### src/rtl/sig_deb_pkg.sv
// Shared constants and helpers for the sig_deb_bank debouncer.
// Optional edge strobes are enabled by defining SIG_DEB_EDGE_EN.
package sig_deb_pkg;

  localparam int DEF_CHANNELS      = 8;
  localparam int DEF_CLKS_PER_SMPL = 16;
  localparam int DEF_SMPL_CNT      = 4;
  localparam bit DEF_RST_VAL       = 1'b0;

  // Counter holds 0..n-1; never narrower than one bit.
  function automatic int cnt_width(input int n);
    return (n <= 2) ? 1 : $clog2(n);
  endfunction

  typedef logic [cnt_width(DEF_SMPL_CNT)-1:0] chan_cnt_t;

endpackage

### src/rtl/sig_deb_bank_if.sv
// Pin-side bundle of the debouncer bank: raw inputs plus conditioned levels/strobes.
// Optional edge strobes are enabled by defining SIG_DEB_EDGE_EN.
interface sig_deb_bank_if
  import sig_deb_pkg::*;
#(
  parameter int CHANNELS = DEF_CHANNELS
);

  // Plain level signals, no valid/ready handshake: i_sig is sampled every clk,
  // o_sig is a held level, o_rise/o_fall/o_chg are single-cycle strobes.
  logic [CHANNELS-1:0] i_sig;
  logic [CHANNELS-1:0] o_sig;
  logic [CHANNELS-1:0] o_rise;
  logic [CHANNELS-1:0] o_fall;
  logic                o_chg;

  modport master (output i_sig, input o_sig, input o_rise, input o_fall, input o_chg);
  modport slave  (input i_sig, output o_sig, output o_rise, output o_fall, output o_chg);

endinterface

### src/rtl/sig_deb_chan.sv
// One debounce channel: 2-flop synchroniser, sample-tick counter, output level and strobes.
// Edge strobe registers are built only when SIG_DEB_EDGE_EN is defined.
module sig_deb_chan
  import sig_deb_pkg::*;
#(
  parameter int SMPL_CNT = DEF_SMPL_CNT,
  parameter bit RST_VAL  = DEF_RST_VAL
) (
  input  logic clk,
  input  logic rst_n,
  input  logic tck,
  input  logic din,
  output logic sig,
  output logic rise,
  output logic fall
`ifdef SIG_DEB_EDGE_EN
  ,
  output logic flip
`endif
);

  localparam int              CNT_W   = cnt_width(SMPL_CNT);
  localparam logic [CNT_W-1:0] CNT_MAX = CNT_W'(SMPL_CNT - 1);
  localparam logic [CNT_W-1:0] CNT_ONE = CNT_W'(1);

  logic [1:0]       sync;
  logic [CNT_W-1:0] cnt;
  logic             sig_s;

  assign sig_s = sync[1];

  // Any agreeing cycle clears the count, so only an unbroken run of
  // SMPL_CNT disagreeing ticks can move the output.
  always_ff @(posedge clk) begin
    if (!rst_n) begin
      sync <= {2{RST_VAL}};
      cnt  <= '0;
      sig  <= RST_VAL;
    end else begin
      sync <= {sync[0], din};
      if (sig_s == sig) begin
        cnt <= '0;
      end else if (tck && (cnt == CNT_MAX)) begin
        sig <= sig_s;
        cnt <= '0;
      end else if (tck) begin
        cnt <= cnt + CNT_ONE;
      end
    end
  end

`ifdef SIG_DEB_EDGE_EN
  assign flip = (sig_s != sig) && tck && (cnt == CNT_MAX);

  always_ff @(posedge clk) begin
    if (!rst_n) begin
      rise <= 1'b0;
      fall <= 1'b0;
    end else begin
      rise <= flip && sig_s;
      fall <= flip && !sig_s;
    end
  end
`else
  assign rise = 1'b0;
  assign fall = 1'b0;
`endif

endmodule

### src/rtl/sig_deb_bank.sv
// Multi-channel symmetric debouncer sharing one sample-tick prescaler.
// Define SIG_DEB_EDGE_EN to build the o_rise/o_fall/o_chg strobes; otherwise they read 0.
module sig_deb_bank
  import sig_deb_pkg::*;
#(
  parameter int CHANNELS      = DEF_CHANNELS,
  parameter int CLKS_PER_SMPL = DEF_CLKS_PER_SMPL,
  parameter int SMPL_CNT      = DEF_SMPL_CNT,
  parameter bit RST_VAL       = DEF_RST_VAL
) (
  input logic           clk,
  input logic           rst_n,
  sig_deb_bank_if.slave bus
);

  localparam logic [CLKS_PER_SMPL-1:0] PRESC_ONE = CLKS_PER_SMPL'(1);

  logic [CLKS_PER_SMPL-1:0] presc;
  logic                     tck;
  logic [CHANNELS-1:0]      sig;
  logic [CHANNELS-1:0]      rise;
  logic [CHANNELS-1:0]      fall;

  // Free-running; input activity never restarts it.
  always_ff @(posedge clk) begin
    if (!rst_n) presc <= '0;
    else        presc <= presc + PRESC_ONE;
  end

  assign tck = &presc;

`ifdef SIG_DEB_EDGE_EN
  logic [CHANNELS-1:0] flip;
  logic                chg;
`endif

  for (genvar k = 0; k < CHANNELS; k++) begin : g_chan
    sig_deb_chan #(
      .SMPL_CNT (SMPL_CNT),
      .RST_VAL  (RST_VAL)
    ) u_chan (
      .clk   (clk),
      .rst_n (rst_n),
      .tck   (tck),
      .din   (bus.i_sig[k]),
      .sig   (sig[k]),
      .rise  (rise[k]),
      .fall  (fall[k])
`ifdef SIG_DEB_EDGE_EN
      ,
      .flip  (flip[k])
`endif
    );
  end

`ifdef SIG_DEB_EDGE_EN
  // Registered from the same pre-edge condition as the strobes so it lines up with them.
  always_ff @(posedge clk) begin
    if (!rst_n) chg <= 1'b0;
    else        chg <= |flip;
  end
  assign bus.o_chg = chg;
`else
  assign bus.o_chg = 1'b0;
`endif

  assign bus.o_sig  = sig;
  assign bus.o_rise = rise;
  assign bus.o_fall = fall;

endmodule

### src/flat_wrapper.sv
// flat-port wrapper written by rule: the top's interface ports become plain ports
module sig_deb_bank_flat import sig_deb_pkg::*;
#(
  parameter int CHANNELS      = DEF_CHANNELS,
  parameter int CLKS_PER_SMPL = DEF_CLKS_PER_SMPL,
  parameter int SMPL_CNT      = DEF_SMPL_CNT,
  parameter bit RST_VAL       = DEF_RST_VAL
)
  (clk, rst_n, bus_i_sig, bus_o_sig, bus_o_rise, bus_o_fall, bus_o_chg);
  sig_deb_bank_if #(.CHANNELS(CHANNELS)) bus_i ();
  input logic clk;
  input logic rst_n;
  input wire logic [$bits(bus_i.i_sig)-1:0] bus_i_sig;
  output wire logic [$bits(bus_i.o_sig)-1:0] bus_o_sig;
  output wire logic [$bits(bus_i.o_rise)-1:0] bus_o_rise;
  output wire logic [$bits(bus_i.o_fall)-1:0] bus_o_fall;
  output wire logic [$bits(bus_i.o_chg)-1:0] bus_o_chg;
  assign bus_i.i_sig = bus_i_sig;
  assign bus_o_sig = bus_i.o_sig;
  assign bus_o_rise = bus_i.o_rise;
  assign bus_o_fall = bus_i.o_fall;
  assign bus_o_chg = bus_i.o_chg;
  sig_deb_bank #(.CHANNELS(CHANNELS), .CLKS_PER_SMPL(CLKS_PER_SMPL), .SMPL_CNT(SMPL_CNT), .RST_VAL(RST_VAL)) u_core (.clk(clk), .rst_n(rst_n), .bus(bus_i));
endmodule
### config.mk
export PLATFORM = sky130hd
export DESIGN_NAME = sig_deb_bank_flat
export DESIGN_NICKNAME = d
export VERILOG_FILES = /design/src/rtl/sig_deb_pkg.sv /design/src/rtl/sig_deb_bank_if.sv /design/src/rtl/sig_deb_chan.sv /design/src/rtl/sig_deb_bank.sv /design/src/flat_wrapper.sv
export SDC_FILE = /design/constraint.sdc
export NUM_CORES = 1
export LEC_CHECK = 0
export ABC_CLOCK_PERIOD_IN_PS = 2400
export CAP_MARGIN = 5
export CORE_MARGIN = 8
export CORE_UTILIZATION = 54
export DETAILED_ROUTE_END_ITERATION = 7
export PLACE_DENSITY = 0.86
export SLEW_MARGIN = 0
export SYNTH_ARGS = -nofsm -noshare
export SYNTH_HDL_FRONTEND = slang
export SYNTH_SLANG_ARGS = --single-unit
### constraint.sdc
create_clock -name clk -period 2.4 [get_ports clk]
set_input_delay 0.24 -clock clk [delete_from_list [all_inputs] [get_ports clk]]
set_output_delay 0.24 -clock clk [all_outputs]
set_load 0.02 [all_outputs]
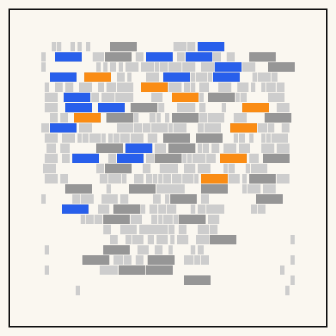
(run_1/flops_by_reg.png)
u_core.g_chan.u_chan.sync: marked blue, flops 16. u_core.g_chan.u_chan.sig: marked orange, flops 8.
Another 32 sequential cells are not coloured.
flop share of the area: 0.416
sequential group power: 0.000954 W
Final Core Density: 0.582
Flop area: 0.00112 mm²

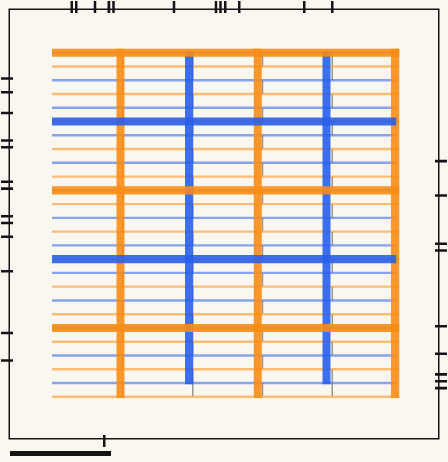
(run_1/power_grid.png)
Bar = 20 µm. Pins as bars on the die edge. Tap cells in grey.
VSS: marked orange. VDD: marked blue.
54 tap cells. 5 straps on met4. 35 signal pins sit on the boundary. The core has 25 rows. 5 straps on met5.

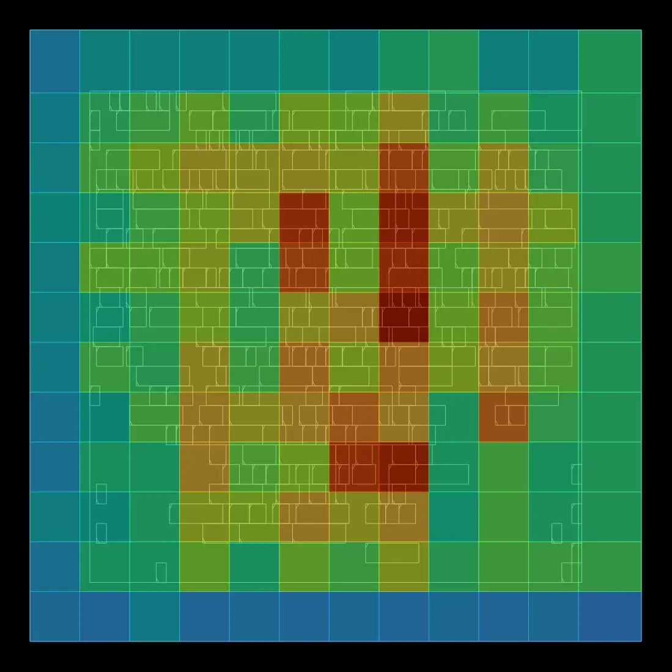
(run_1/congestion.png)
grt met1 use: 0.123
met3 usage: 0.0361
per-cell routed wire length: 11.5 µm
met2 usage in global routing: 0.175
busiest grt layer: met2

## run 1: final timing paths
path	start	endpoint	slack, ps
setup / recovery	u_core.presc[0]$_SDFF_PN0_	u_core.g_chan[3].u_chan.sig$_SDFFE_PN0P_	480
hold / removal	u_core.g_chan[4].u_chan.sync[0]$_SDFF_PN0_	u_core.g_chan[4].u_chan.sync[1]$_SDFF_PN0_	440
setup reg to reg	u_core.presc[0]$_SDFF_PN0_	u_core.g_chan[3].u_chan.sig$_SDFFE_PN0P_	480
hold reg to reg	u_core.g_chan[4].u_chan.sync[0]$_SDFF_PN0_	u_core.g_chan[4].u_chan.sync[1]$_SDFF_PN0_	440
==> flow_summary.toml, run 1 <==
# flow metrics
[power_and_ir_drop]
p_sw_w = 0.000351
vdd_drop_max_uv = 387
top_power_group = "registers"
power_frac_comb = 0.048
clk-power_w = 0.000505
p_clk_frac = 0.329
p_sw_frac = 0.229

[global_route]
antenna_found_initial = 0
grt-ovfl-total = 0

[placed_design]
placed_cells = 320
dp_hpwl_um = 2670
dpl_cell_area_mm2 = 0.00261

[worst_setup_path]
cp.required_ps = 2610
arrival_ps = 2130
path_delay_family = "simple AND/OR/NAND/NOR gates"
worstSetupPathType = "reg -> reg"
path_max_fanout = 40
start_kind = "flop"
critical-path-max-stage-delay_ps = 410
end_kind = "flop"
worst-path-stages = 6

[logic_synthesis]
top_cell = "dfxtp_1"
syn_area_per_cell_um2 = 9.59
simple_gate_share = 0.231
synthMuxAreaShare = 0.0394
synth-xor-area-share = 0.0586
async_flop_share = 0
synth_top_area_share = 0.441

[clock_network]
htreeDepth = 2
root_buffer = "clkbuf_8"
ctsResizeCount = 0
cts_setup_buffers = 0
clk_latency_ps = 310

[finish]
nets = 292
inv_count = 4
largest_cell_class = "combinational gates"
most-common-layout-cells = "dfxtp_1, and2_1, nand2_1"
combGateArea_mm2 = 0.00121

[detailed_routing]
firstDrtPassIters = 4
via_per_inst = 5.02
wl_met3_um = 183

[timing]
fmax_mhz = 522
setup_viol_count_final = 0
worst_hold_slack_ps = 439
drv_slew = 0
fin_crit_sh = 0.798

[outcome]
outcome = "completed"

[floorplan]
dieWidth_um = 84.6
core-area_mm2 = 0.00463
initCoreUtil = 0.549

[run]
tool_warnings = 26
==> run_1/wires.png <==
Two of the layers only.
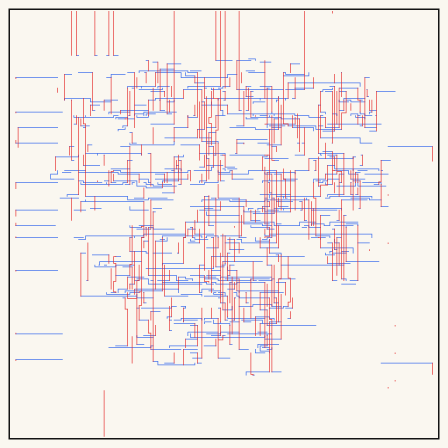

==> inputs of run 2 (changes only) <==
--- a/config.mk
+++ b/config.mk
@@ -5,7 +5,7 @@
 export SDC_FILE = /design/constraint.sdc
 export NUM_CORES = 1
 export LEC_CHECK = 0
-export ABC_CLOCK_PERIOD_IN_PS = 2400
+export ABC_CLOCK_PERIOD_IN_PS = 1800
 export CAP_MARGIN = 5
 export CORE_MARGIN = 8
 export CORE_UTILIZATION = 54
==> constraint.sdc (replaced) <==
create_clock -name clk -period 1.8 [get_ports clk]
set_input_delay 0.18 -clock clk [delete_from_list [all_inputs] [get_ports clk]]
set_output_delay 0.18 -clock clk [all_outputs]
set_load 0.02 [all_outputs]
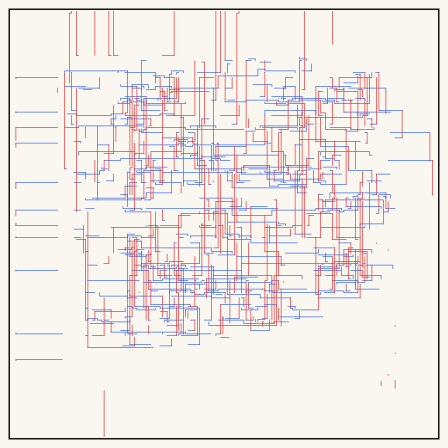
(run_2/wires.png)
Two of the layers only.
metal 1: marked blue, wire length 1,960 µm. metal 2: marked red, wire length 1,920 µm.

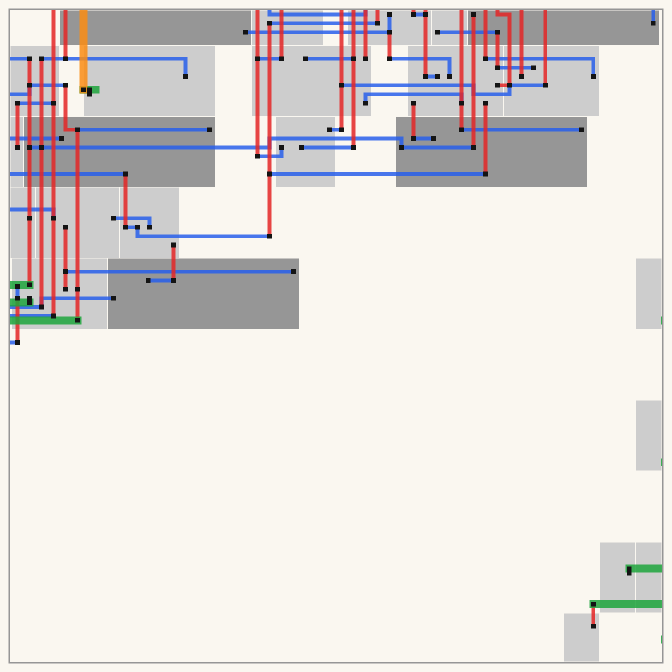
(run_2/detail.png)
Window x 51 to 76, y 9 to 34 µm. Cells in grey, sequential cells in the stronger grey; small squares are vias.
metal 4: marked orange. metal 2: marked red. metal 3: marked green. metal 1: marked blue.
Netlist names of flops here include u_core.presc (2), u_core.g_chan.u_chan.sig (1). Most frequent: conb_1 (5), dfxtp_1 (3). Sequential cells in the window: 3. 18 logic cells have their middle in the window.

==> run 2 against run 1 <==
Effect of this change:
- final cell count up 1.5%
- setup slack worse by 360 ps
- clock power up 33%
- sequential cell count unchanged
- via count up 2.2%
- largest power group unchanged
- critical path depth unchanged
- register-to-register slack worse by 360 ps
- fmax up 14%
- area after synthesis unchanged
- sequential power up 33%
- worst hold slack worse by 6.0 ps
==> flow_summary.toml, run 2 <==
# flow metrics
[timing]
drv_slew = 0
final-hold-violation-count = 0
fin_skew_ps = 8.81
worst_hold_slack_ps = 433
fin_tns_setup_ps = 0
rsz0062_at_grt = "false"
fin_crit_sh = 0.931
fmax_mhz = 596
setup_viol_count_final = 0

[worst_setup_path]
start_kind = "flop"
worstSetupPathType = "reg -> reg"
arrival_ps = 1880
cp.required_ps = 2010
crit_path_end = "u_core.g_chan[7].u_chan.cnt[1]$_SDFFE_PP0P_"
rr_endpoint = "u_core.g_chan[7].u_chan.cnt[1]$_SDFFE_PP0P_"
rrSetupSlack_ps = 120
crit_start = "u_core.presc[10]$_SDFF_PN0_"
path_max_fanout = 20
r2r-start = "u_core.presc[10]$_SDFF_PN0_"
end_kind = "flop"

[clock_network]
ctsResizeCount = 0
cts_tree = "yes"
hold_buffers = 0
root_buffer = "clkbuf_8"
cts_sinks = 56
htreeDepth = 2
clk_latency_ps = 310
cts_setup_buffers = 0
cts_buffer_depth = 2

[logic_synthesis]
synth-adder-area-share = 0.0443
async_flop_share = 0
synth-xor-area-share = 0.0586
synth_top_area_share = 0.441
syn_area_per_cell_um2 = 9.59
synthMuxAreaShare = 0.0394
top_cell = "dfxtp_1"
simple_gate_share = 0.231
ys.flops = 56
topCombFamilyByArea = "simple AND/OR/NAND/NOR gates"

[finish]
most-common-layout-cells = "dfxtp_1, and2_1, nand2_1"
seq_area_frac = 0.404
clock_cell_area_share = 0.0316
logic_gates = 186
nFillCells = 377
nets = 297
largest_cell_class = "combinational gates"
flop_area_mm2 = 0.00112
comb_share = 0.436
reg.largest.list = "u_core.g_chan.u_chan.cnt (16), u_core.g_chan.u_chan.sync (16), u_core.presc (16)"
clkbuf_count = 5
inv_count = 4
combGateArea_mm2 = 0.00121
fin_util = 0.599

[detailed_routing]
firstDrtPassIters = 4
top_layer_used = "met4"
wl_per_cell_um = 12.5
via_per_inst = 5.05
wl_met3_um = 196
final_antenna_net_count = 0

[power_and_ir_drop]
p_sw_frac = 0.232
p_sw_w = 0.000476
p_clk_frac = 0.329
sequentialPowerShare = 0.621
power_frac_comb = 0.051
internal_power_w = 0.00157

[global_route]
grt_pass1_wl_um = 6830
antenna_found_initial = 0
gr-usage-all-layers = 0.115
grt_max_degree = 50
grt-ovfl-total = 0

[outcome]
outcome = "completed"

[placed_design]
dp_hpwl_um = 2780
dpl_cell_area_mm2 = 0.00266
placed_cells = 323
dp_slack_ps = 40.6

[floorplan]
dieWidth_um = 84.6
initCoreUtil = 0.549
rows = 25

[worst_hold_path]
hold_depth = 2
hp-start = "bus_i_sig[3]"
worstHoldEndpoint = "u_core.g_chan[3].u_chan.sync[0]$_SDFF_PN0_"

[run]
tool_warnings = 26
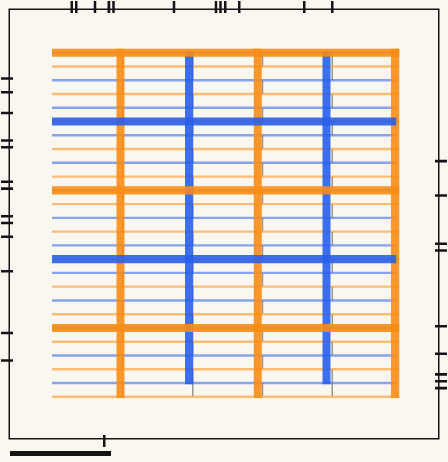
(run_2/power_grid.png)
Bar = 20 µm. Pins as bars on the die edge. Tap cells in grey.
VSS: marked orange. VDD: marked blue.
26 met1 rails follow the rows. 5 straps on met4. 54 tap cells.
core footprint: 0.00463 mm²
die height: 84.6 µm
maximum vdd ir drop: 653 µV

==> run 2: cell counts after synthesis <==
Identical to the previous run, type by type.
==> run 2: power groups by stage <==
stage                     Sequential (W)  Combinational, W  Clock [W]
after CTS                        0.00127          0.000104   0.000695
after global placement           0.00130          0.000101          0
final                            0.00127          0.000104   0.000674
after global routing             0.00128          0.000116   0.000748
after detailed placement         0.00130          0.000103          0
after floorplan                  0.00130         0.0000990          0
==> run 2: critical path, stage by stage (launching register included) <==
cell and delay, ps:
dfxtp_1 440, nand4_2 180, nor4_4 390, buf_4 190, clkbuf_16 170, nand2b_1 120, a21oi_1 70
==> run 2: routing by layer <==
layer | GRT usage | vias up
met1 | 0.132 | 767
li1 | - | 871
met2 | 0.188 | 39
met3 | 0.0478 | 6
met5 | 0 | -
met4 | 0.0421 | 0
==> inputs of run 3 (changes only) <==
--- a/config.mk
+++ b/config.mk
@@ -11,7 +11,7 @@
 export CORE_UTILIZATION = 54
 export DETAILED_ROUTE_END_ITERATION = 7
 export PLACE_DENSITY = 0.86
-export SLEW_MARGIN = 0
+export SLEW_MARGIN = 5
 export SYNTH_ARGS = -nofsm -noshare
 export SYNTH_HDL_FRONTEND = slang
 export SYNTH_SLANG_ARGS = --single-unit
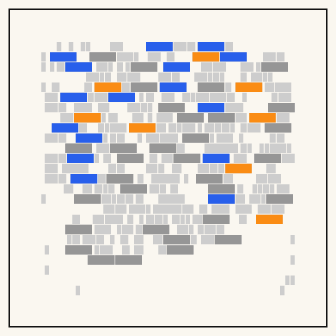
(run_3/flops_by_reg.png)
u_core.g_chan.u_chan.sync: marked blue, flops 16. u_core.g_chan.u_chan.sig: marked orange, flops 8.
Another 32 sequential cells are not coloured.

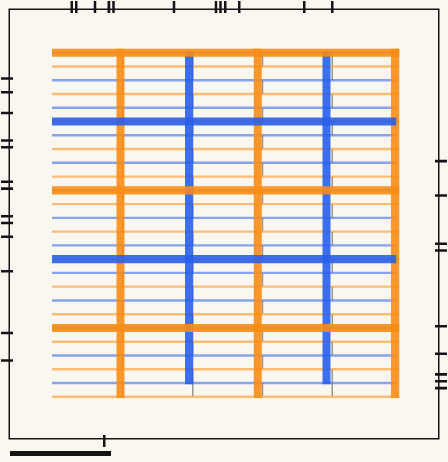
(run_3/power_grid.png)
Bar = 20 µm. Pins as bars on the die edge. Tap cells in grey.
VSS: marked orange. VDD: marked blue.
5 straps on met4. 5 straps on met5. 35 signal pins sit on the boundary. The core has 25 rows. 54 tap cells.

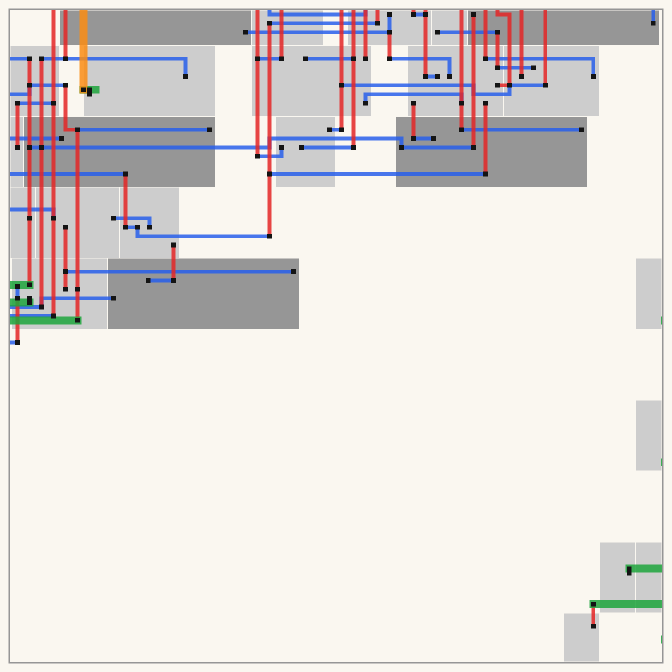
(run_3/detail.png)
Window x 51 to 76, y 9 to 34 µm. Cells in grey, sequential cells in the stronger grey; small squares are vias.
metal 3: marked green. metal 2: marked red. metal 4: marked orange. metal 1: marked blue.
18 logic cells have their middle in the window. Sequential cells in the window: 3. Netlist names of flops here include u_core.presc (2), u_core.g_chan.u_chan.sig (1). Most frequent: conb_1 (5), dfxtp_1 (3).

==> run 3 against run 2 <==
Effect of this change:
- area after synthesis unchanged
- sequential share of layout area unchanged
- sequential cell count is the same
- sequential power hardly changed
- critical path type unchanged
- largest cell class unchanged
- largest power group unchanged
==> flow_summary.toml, run 3 <==
# flow metrics
[global_route]
grt-ovfl-total = 0
use_met1 = 0.132
grt_pass1_vias = 1635
antenna_found_initial = 0
grt-busiest-layer = "met2"
gr-usage-all-layers = 0.115
grt_max_degree = 50
use_met2 = 0.188

[power_and_ir_drop]
top_power_group = "registers"
p_sw_frac = 0.232
p_sw_w = 0.000476
p_clk_frac = 0.329
power.density_mw_per_mm2 = 739
p_comb_w = 0.000104
clk-power_w = 0.000674
powerSeq_w = 0.00127
power_frac_comb = 0.051
sequentialPowerShare = 0.621
internal_power_w = 0.00157
vdd_drop_max_uv = 653

[logic_synthesis]
synth-xor-area-share = 0.0586
simple_gate_share = 0.231
synth_seq_share = 0.441
syn_area_per_cell_um2 = 9.59
synth-adder-area-share = 0.0443
top_cell = "dfxtp_1"
async_flop_share = 0
topCombFamilyByArea = "simple AND/OR/NAND/NOR gates"
ys.flops = 56
synthMuxAreaShare = 0.0394
synth_top_area_share = 0.441

[worst_setup_path]
end_kind = "flop"
cp.required_ps = 2010
start_kind = "flop"
rrSetupSlack_ps = 120
path_max_fanout = 20
worstSetupPathType = "reg -> reg"
r2r-start = "u_core.presc[10]$_SDFF_PN0_"
rr_endpoint = "u_core.g_chan[7].u_chan.cnt[1]$_SDFFE_PP0P_"
crit_start = "u_core.presc[10]$_SDFF_PN0_"
arrival_ps = 1880
crit_path_end = "u_core.g_chan[7].u_chan.cnt[1]$_SDFFE_PP0P_"

[finish]
nFillCells = 377
combGateArea_mm2 = 0.00121
most-common-layout-cells = "dfxtp_1, and2_1, nand2_1"
diodes = 0
flop_area_mm2 = 0.00112
drive_gt1_frac = 0.0753
nets = 297
reg.largest.list = "u_core.g_chan.u_chan.cnt (16), u_core.g_chan.u_chan.sync (16), u_core.presc (16)"
fin_util = 0.599

[clock_network]
root_buffer = "clkbuf_8"
hold_buffers = 0
cts_tree = "yes"
cts_setup_buffers = 0
clk_latency_ps = 310
clkTransAtPathRegs_ps = 100
cts_buffer_depth = 2
ctsResizeCount = 0
htreeDepth = 2
cts_sinks = 56

[floorplan]
core-area_mm2 = 0.00463
dieWidth_um = 84.6
die_y_um = 84.6
initCoreUtil = 0.549
rows = 25

[worst_hold_path]
hold_depth = 2
worstHoldEndpoint = "u_core.g_chan[3].u_chan.sync[0]$_SDFF_PN0_"
hp-start = "bus_i_sig[3]"

[detailed_routing]
drtIter0Drc = 64
wl_met3_um = 196
via_per_inst = 5.05
top_layer_used = "met4"
final_antenna_net_count = 0
firstDrtPassIters = 4
wirelength_um = 4150

[timing]
fin_tns_setup_ps = 0
fmax_mhz = 596
fin_skew_ps = 8.81
setup_viol_count_final = 0
fin_crit_sh = 0.931
worst_hold_slack_ps = 433
rsz0062_at_grt = "false"
final-hold-violation-count = 0

[placed_design]
dp_hpwl_um = 2780
placed_cells = 323
dp_slack_ps = 40.6

[outcome]
outcome = "completed"
-- run 3: cell counts in the layout (fill, tap and decap cells not counted) --
Identical to the previous run, type by type.
-- run 3: cell type report --
class / instances / area share
Multi-Input combinational cell: 186 / 0.436
Sequential cell: 56 / 0.404
Timing Repair Buffer: 25 / 0.0983
Clock buffer: 5 / 0.0248
Tap cell: 54 / 0.0243
Clock inverter: 3 / 0.00676
Inverter: 4 / 0.00541
-- run 3: critical path, stage by stage (launching register included) --
cell and delay, ps:
dfxtp_1 440, nand4_2 180, nor4_4 390, buf_4 190, clkbuf_16 170, nand2b_1 120
a21oi_1 70
-- run 3: cell families after synthesis --
family          Yosys count
fa+ha+maj                 9
mux                      10
compound gates           30
flops                    56
other cells               1
xor+xnor                 17
buf+inv                  39
simple gates            103
Power figures rest on the tool's default switching activity, not on a simulated workload.
